[src/rtl/data_sync_tx_pkg.sv]
// Shared types for the data_sync_tx launcher: handshake FSM states and the
// hold-counter width helper.
package data_sync_tx_pkg;

    typedef enum logic [1:0] {
        IDLE    = 2'b00,
        SETUP   = 2'b01,
        ASSERT  = 2'b10,
        RELEASE = 2'b11
    } state_t;

    // Hold counter needs to reach MIN_HOLD-1; never narrower than one bit.
    function automatic int cnt_width(input int min_hold);
        return (min_hold > 1) ? $clog2(min_hold) : 1;
    endfunction

endpackage

[src/rtl/data_sync_tx_if.sv]
// Upstream valid/ready word channel into the CDC launcher.
interface data_sync_tx_if #(
    parameter int BUS_WIDTH = 8
);
    logic [BUS_WIDTH-1:0] in_data;
    logic                 in_valid;
    logic                 in_ready;

    modport master (output in_data, output in_valid, input in_ready);
    modport slave  (input in_data, input in_valid, output in_ready);
endinterface

[src/rtl/data_sync_tx_bit_sync.sv]
// Single-bit multi-flop synchronizer with synchronous active-high reset.
module bit_sync #(
    parameter int NUM_STAGES = 2
) (
    input  logic clk,
    input  logic rst,
    input  logic d,
    output logic q
);
    logic [NUM_STAGES-1:0] chain;

    // Shift the asynchronous input through the chain; only the last stage is used.
    always_ff @(posedge clk) begin
        if (rst) chain <= '0;
        else     chain <= {chain[NUM_STAGES-2:0], d};
    end

    assign q = chain[NUM_STAGES-1];
endmodule

[src/rtl/data_sync_tx.sv]
// Source-domain launcher: captures a word, holds it on unsync_bus and runs a
// 4-phase req/ack handshake on bus_enable against a synchronized acknowledge.
module data_sync_tx
    import data_sync_tx_pkg::*;
#(
    parameter int BUS_WIDTH  = 8,
    parameter int NUM_STAGES = 2,
    parameter int MIN_HOLD   = 2
) (
    input  logic                 CLK,
    input  logic                 RST,
    data_sync_tx_if.slave        in_if,
    input  logic                 ack_async,
    output logic [BUS_WIDTH-1:0] unsync_bus,
    output logic                 bus_enable,
    output logic                 busy,
    output logic                 tx_done
);
    localparam int           CW      = cnt_width(MIN_HOLD);
    localparam logic [CW-1:0] CNT_MAX = CW'(MIN_HOLD - 1);

    state_t               state, state_n;
    logic [CW-1:0]        cnt, cnt_n;
    logic [BUS_WIDTH-1:0] bus_n;
    logic                 en_n, done_n, rdy, rdy_n;
    logic                 ack_s;

    bit_sync #(.NUM_STAGES(NUM_STAGES)) u_ack_sync (
        .clk (CLK),
        .rst (RST),
        .d   (ack_async),
        .q   (ack_s)
    );

    // Next-state and registered-output decode for the handshake FSM.
    always_comb begin
        state_n = state;
        cnt_n   = cnt;
        bus_n   = unsync_bus;
        en_n    = bus_enable;
        done_n  = 1'b0;
        case (state)
            IDLE: begin
                // rdy is low for the first cycle out of reset, so nothing is taken then.
                if (in_if.in_valid && rdy) begin
                    bus_n   = in_if.in_data;
                    state_n = SETUP;
                end
            end
            SETUP: begin
                en_n    = 1'b1;
                cnt_n   = '0;
                state_n = ASSERT;
            end
            ASSERT: begin
                if (ack_s && cnt == CNT_MAX) begin
                    en_n    = 1'b0;
                    cnt_n   = '0;
                    state_n = RELEASE;
                end else if (cnt != CNT_MAX) begin
                    cnt_n = cnt + 1'b1;
                end
            end
            RELEASE: begin
                if (!ack_s && cnt == CNT_MAX) begin
                    done_n  = 1'b1;
                    state_n = IDLE;
                end else if (cnt != CNT_MAX) begin
                    cnt_n = cnt + 1'b1;
                end
            end
            default: state_n = IDLE;
        endcase
        rdy_n = (state_n == IDLE);
    end

    // State and output registers; reset discards any in-flight word.
    always_ff @(posedge CLK) begin
        if (RST) begin
            state      <= IDLE;
            cnt        <= '0;
            unsync_bus <= '0;
            bus_enable <= 1'b0;
            tx_done    <= 1'b0;
            rdy        <= 1'b0;
        end else begin
            state      <= state_n;
            cnt        <= cnt_n;
            unsync_bus <= bus_n;
            bus_enable <= en_n;
            tx_done    <= done_n;
            rdy        <= rdy_n;
        end
    end

    assign in_if.in_ready = rdy;
    assign busy           = (state != IDLE);
endmodule
[src/flat_wrapper.sv]
// flat-port wrapper written by rule: the top's interface ports become plain ports
module data_sync_tx_flat import data_sync_tx_pkg::*;
#(
    parameter int BUS_WIDTH  = 8,
    parameter int NUM_STAGES = 2,
    parameter int MIN_HOLD   = 2
)
  (CLK, RST, ack_async, unsync_bus, bus_enable, busy, tx_done, in_if_in_data, in_if_in_valid, in_if_in_ready);
  data_sync_tx_if #(.BUS_WIDTH(BUS_WIDTH)) in_if_i ();
  input  logic CLK;
  input  logic RST;
  input  logic ack_async;
  output logic [BUS_WIDTH-1:0] unsync_bus;
  output logic bus_enable;
  output logic busy;
  output logic tx_done;
  input wire logic [$bits(in_if_i.in_data)-1:0] in_if_in_data;
  input wire logic [$bits(in_if_i.in_valid)-1:0] in_if_in_valid;
  output wire logic [$bits(in_if_i.in_ready)-1:0] in_if_in_ready;
  assign in_if_i.in_data = in_if_in_data;
  assign in_if_i.in_valid = in_if_in_valid;
  assign in_if_in_ready = in_if_i.in_ready;
  data_sync_tx #(.BUS_WIDTH(BUS_WIDTH), .NUM_STAGES(NUM_STAGES), .MIN_HOLD(MIN_HOLD)) u_core (.CLK(CLK), .RST(RST), .in_if(in_if_i), .ack_async(ack_async), .unsync_bus(unsync_bus), .bus_enable(bus_enable), .busy(busy), .tx_done(tx_done));
endmodule
[config.mk]
export PLATFORM = sky130hd
export DESIGN_NAME = data_sync_tx_flat
export DESIGN_NICKNAME = d
export VERILOG_FILES = /design/src/rtl/data_sync_tx_pkg.sv /design/src/rtl/data_sync_tx_if.sv /design/src/rtl/data_sync_tx_bit_sync.sv /design/src/rtl/data_sync_tx.sv /design/src/flat_wrapper.sv
export SDC_FILE = /design/constraint.sdc
export NUM_CORES = 1
export LEC_CHECK = 0
export CAP_MARGIN = 5
export CORE_MARGIN = 2
export CORE_UTILIZATION = 42
export DETAILED_ROUTE_END_ITERATION = 6
export PLACE_DENSITY = 0.8
export SYNTH_ARGS = -nofsm -noshare
export SYNTH_HDL_FRONTEND = slang
export SYNTH_SLANG_ARGS = --single-unit
[constraint.sdc]
create_clock -name CLK -period 1.2 [get_ports CLK]
set_input_delay 0.18 -clock CLK [delete_from_list [all_inputs] [get_ports CLK]]
set_output_delay 0.18 -clock CLK [all_outputs]
set_load 0.05 [all_outputs]
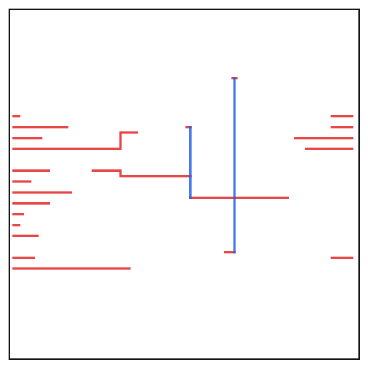
Fig. 1. Metal layers overlaid (run 1).
Drawn at 8 px/um. Only two layers are drawn.
[red] met3 | wire length: 115 um
[blue] met4 | wire length: 30.6 um
GRT Total Usage: 16.8%
count of vias placed by the detailed router: 535
total routed wirelength: 1460 um

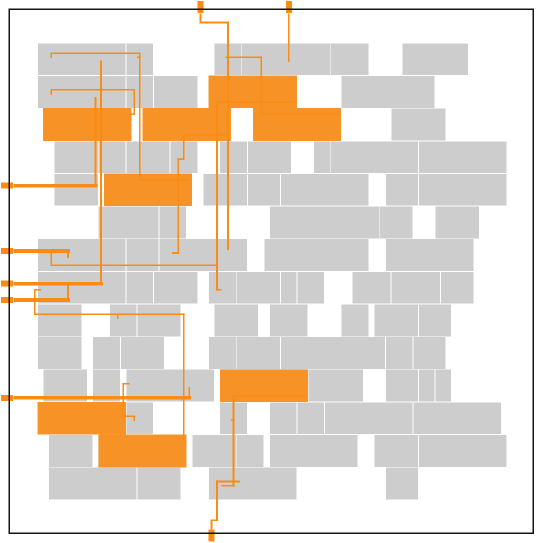
Fig. 2. Port wiring (run 1).
Drawn at 12 px/um.
[orange] `unsync_bus` | direction: output | edge: 5 left, 2 top, 1 bottom | end cells: 8 | buffers: 8 | wire: 240 um

==> reports/notes.md, run 1 <==
- **number of levels the H-tree was split into** 1
- **crit path DAT** 1.48 ns
- **fraction of power spent switching nets** 27.8%
- **sort of element at the start of the critical path** flip-flop
- **post-synth tally of flip-flops with integrated enable** 0
- **# DRC** 0
- **peak per-stage delay on the critical path** 0.37 ns
- **Main synth FF type** sky130_fd_sc_hd__dfxtp_1
- **maximum fanout along the worst path** 5
- **number of max-cap violations** 0
- **weighted congestion at the end of routability-driven global placement** 0.714
- **P_seq** 0.594 mW
- **power attributed to the clock group** 0.361 mW
- **wire length of the first global-routing pass** 2260 um
- **setup repair after global routing missed its margin** yes
- **Simple-Gate Area Share** 27.4%
- **cell type of the slowest stage on the worst timing path** sky130_fd_sc_hd__dfxtp_4
- **Comb group** 0.368 mW
- **number of iterations in the first detailed-routing pass** 3
- **Worst Slack Setup Final** -0.0554 ns
- **WL met1** 529 um
- **Largest Register** u_core.unsync_bus
- **Post-synth top cells** sky130_fd_sc_hd__nand2b_1, sky130_fd_sc_hd__dfxtp_1, sky130_fd_sc_hd__mux2i_1
- **run status** finished, violations left
- **cells traversed along the worst timing path** buf_6 -> and4bb_2 -> clkbuf_16 -> mux2i_1
- **count of final setup violators** 8
- **clock buffers** 4
- **failing checks** negative setup slack
- **NumNets Final** 106
- **detailed-route vias per instance** 4.91
- **post-synth top area share** 48.8%
- **reg-to-reg endpoint** u_core.unsync_bus[4]
- **number of sinks handled by clock tree synthesis** 16
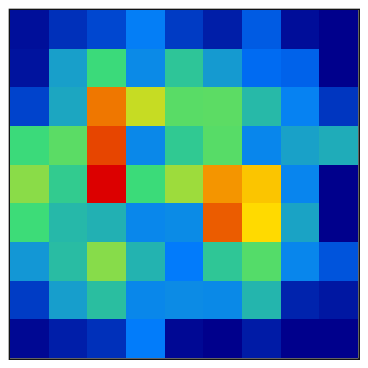
Fig. 3. Wire density map (run 1).
Drawn at 8 px/um. The die is cut into 9 by 9 equal tiles; dark blue is low, red is high, scaled to the fullest tile. Values are wire area over tile area, all layers added.
nearly empty tiles: 11%
fullest tile: 0.38
densest ninth of the die: middle left
tiles over half the peak: 21%

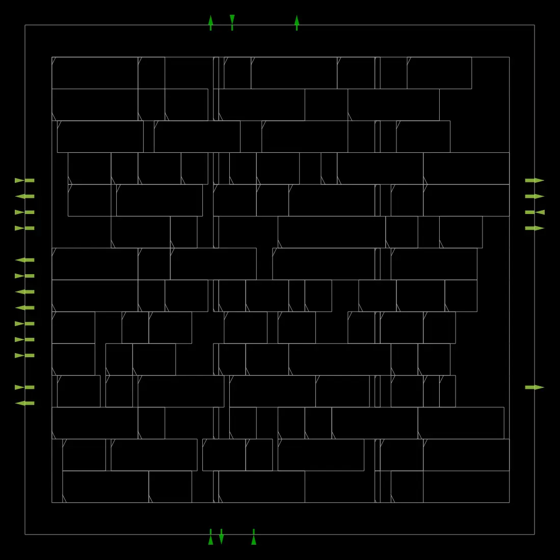
Fig. 4. Cell outlines without signal wires (run 1).
num tapcells: 16
total of fill cells in the finished design: 96
number of cells in the finished layout apart from fillers: 109
Placeable Area: 1490 sq um
sequential cell count: 16

==> run 2, diff against run 1 <==
--- a/config.mk
+++ b/config.mk
@@ -8,8 +8,10 @@
 export CAP_MARGIN = 5
 export CORE_MARGIN = 2
 export CORE_UTILIZATION = 42
+export CTS_CLUSTER_SIZE = 16
 export DETAILED_ROUTE_END_ITERATION = 6
 export PLACE_DENSITY = 0.8
+export SLEW_MARGIN = 30
 export SYNTH_ARGS = -nofsm -noshare
 export SYNTH_HDL_FRONTEND = slang
 export SYNTH_SLANG_ARGS = --single-unit
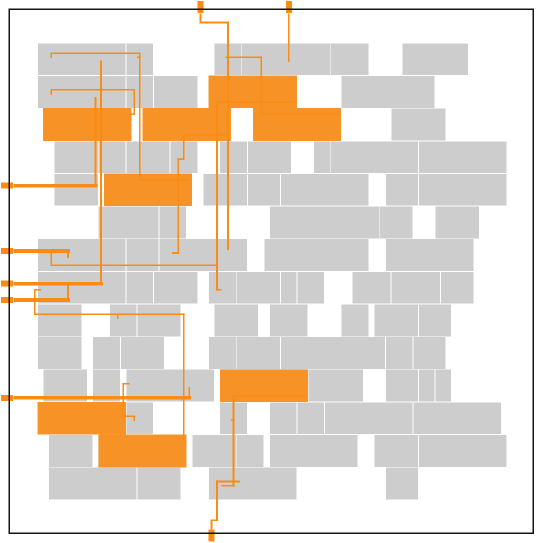
Fig. 5. Port wiring (run 2).
Drawn at 12 px/um.
[orange] `unsync_bus` | direction: output | edge: 5 left, 2 top, 1 bottom | end cells: 8 | buffers: 8 | wire: 240 um
count of input and output buffers: 23
top-level I/O count: 24

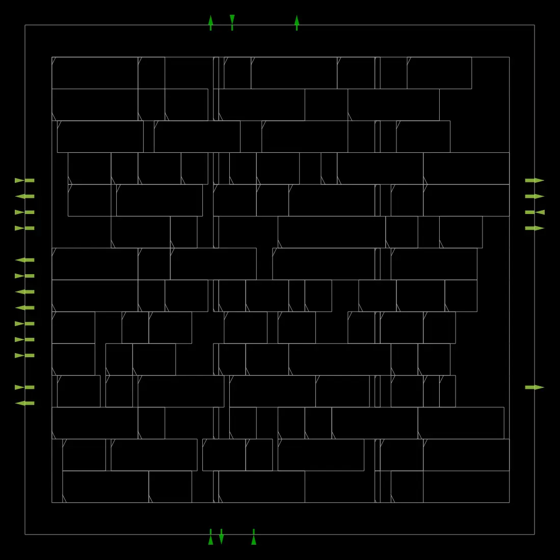
Fig. 6. Cell outlines without signal wires (run 2).
number of core rows: 14
final core utilization: 77.2%

==> run 2 against run 1 <==
The flow still finishes with violations (negative setup slack). Maximum frequency is the same. Critical endpoint unchanged. Register-to-register slack is essentially flat. Critical path type unchanged. Non-clock buffer count is the same. Setup slack is the same.
==> reports/notes.md, run 2 <==
- **num tapcells** 16
- **total of fill cells in the finished design** 96
- **weighted congestion at the end of routability-driven global placement** 0.714
- **cells traversed along the worst timing path** buf_6 -> and4bb_2 -> clkbuf_16 -> mux2i_1
- **detailed-route vias per instance** 4.91
- **Post-synth top cells** sky130_fd_sc_hd__nand2b_1, sky130_fd_sc_hd__dfxtp_1, sky130_fd_sc_hd__mux2i_1
- **Largest Register** u_core.unsync_bus
- **WL met1** 529 um
- **number of levels the H-tree was split into** 1
- **count of final setup violators** 8
- **fraction of power spent switching nets** 27.8%
- **Simple-Gate Area Share** 27.4%
- **number of max-cap violations** 0
- **post-synth top area share** 48.8%
- **run status** finished, violations left
- **maximum fanout along the worst path** 5
- **NumNets Final** 106
- **sort of element at the start of the critical path** flip-flop
- **number of iterations in the first detailed-routing pass** 3
- **power attributed to the clock group** 0.361 mW
- **failing checks** negative setup slack
- **Worst Slack Setup Final** -0.0554 ns
- **crit path DAT** 1.48 ns
==> run 3, diff against run 2 <==
--- a/config.mk
+++ b/config.mk
@@ -5,11 +5,11 @@
 export SDC_FILE = /design/constraint.sdc
 export NUM_CORES = 1
 export LEC_CHECK = 0
-export CAP_MARGIN = 5
 export CORE_MARGIN = 2
 export CORE_UTILIZATION = 42
 export CTS_CLUSTER_SIZE = 16
 export DETAILED_ROUTE_END_ITERATION = 6
+export MAX_ROUTING_LAYER = met4
 export PLACE_DENSITY = 0.8
 export SLEW_MARGIN = 30
 export SYNTH_ARGS = -nofsm -noshare
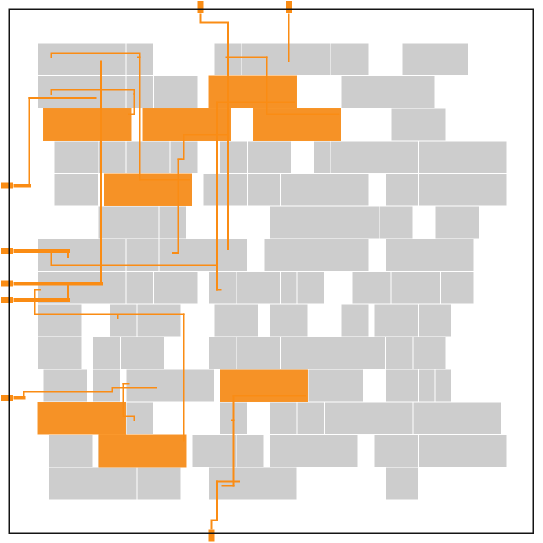
Fig. 7. Port wiring (run 3).
Drawn at 12 px/um.
[orange] `unsync_bus` | direction: output | edge: 5 left, 2 top, 1 bottom | end cells: 8 | buffers: 8 | wire: 237 um

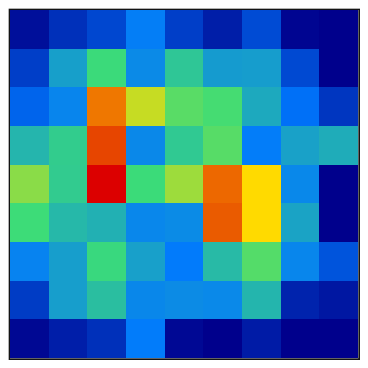
Fig. 8. Wire density map (run 3).
Drawn at 8 px/um. The die is cut into 9 by 9 equal tiles; dark blue is low, red is high, scaled to the fullest tile. Values are wire area over tile area, all layers added.
emptiest ninth of the die: upper right
fullest tile: 0.38
mean over tiles: 0.12
nearly empty tiles: 12%
tiles over half the peak: 19%

==> run 3 against run 2 <==
Critical path type unchanged. Clock skew about the same. The run still ends with negative setup slack left. Non-clock buffer count unchanged. Final area stayed put. Largest cell class unchanged.
==> reports/notes.md, run 3 <==
- **run status** finished, violations left
- **failing checks** negative setup slack
- **WL met1** 545 um
- **post-synth tally of flip-flops with integrated enable** 0
- **cells traversed along the worst timing path** buf_6 -> and4bb_2 -> clkbuf_16 -> mux2i_1
- **number of levels the H-tree was split into** 1
- **crit path DAT** 1.48 ns
- **# DRC** 0
- **total of fill cells in the finished design** 96
- **wire length of the first global-routing pass** 2260 um
- **number of cells in the finished layout apart from fillers** 109
- **setup repair after global routing missed its margin** yes
- **GRT Total Usage** 17.3%
- **number of core rows** 14
- **NumNets Final** 106
- **Post-synth top cells** sky130_fd_sc_hd__nand2b_1, sky130_fd_sc_hd__dfxtp_1, sky130_fd_sc_hd__mux2i_1
- **Worst Slack Setup Final** -0.0571 ns
- **peak per-stage delay on the critical path** 0.37 ns
- **post-synth top area share** 48.8%
- **number of iterations in the first detailed-routing pass** 3
- **Main synth FF type** sky130_fd_sc_hd__dfxtp_1
- **number of sinks handled by clock tree synthesis** 16
- **Comb group** 0.368 mW
- **count of final setup violators** 8
- **Simple-Gate Area Share** 27.4%
- **detailed-route vias per instance** 4.87
- **P_seq** 0.594 mW
Power is estimated from default activity; no workload was simulated.
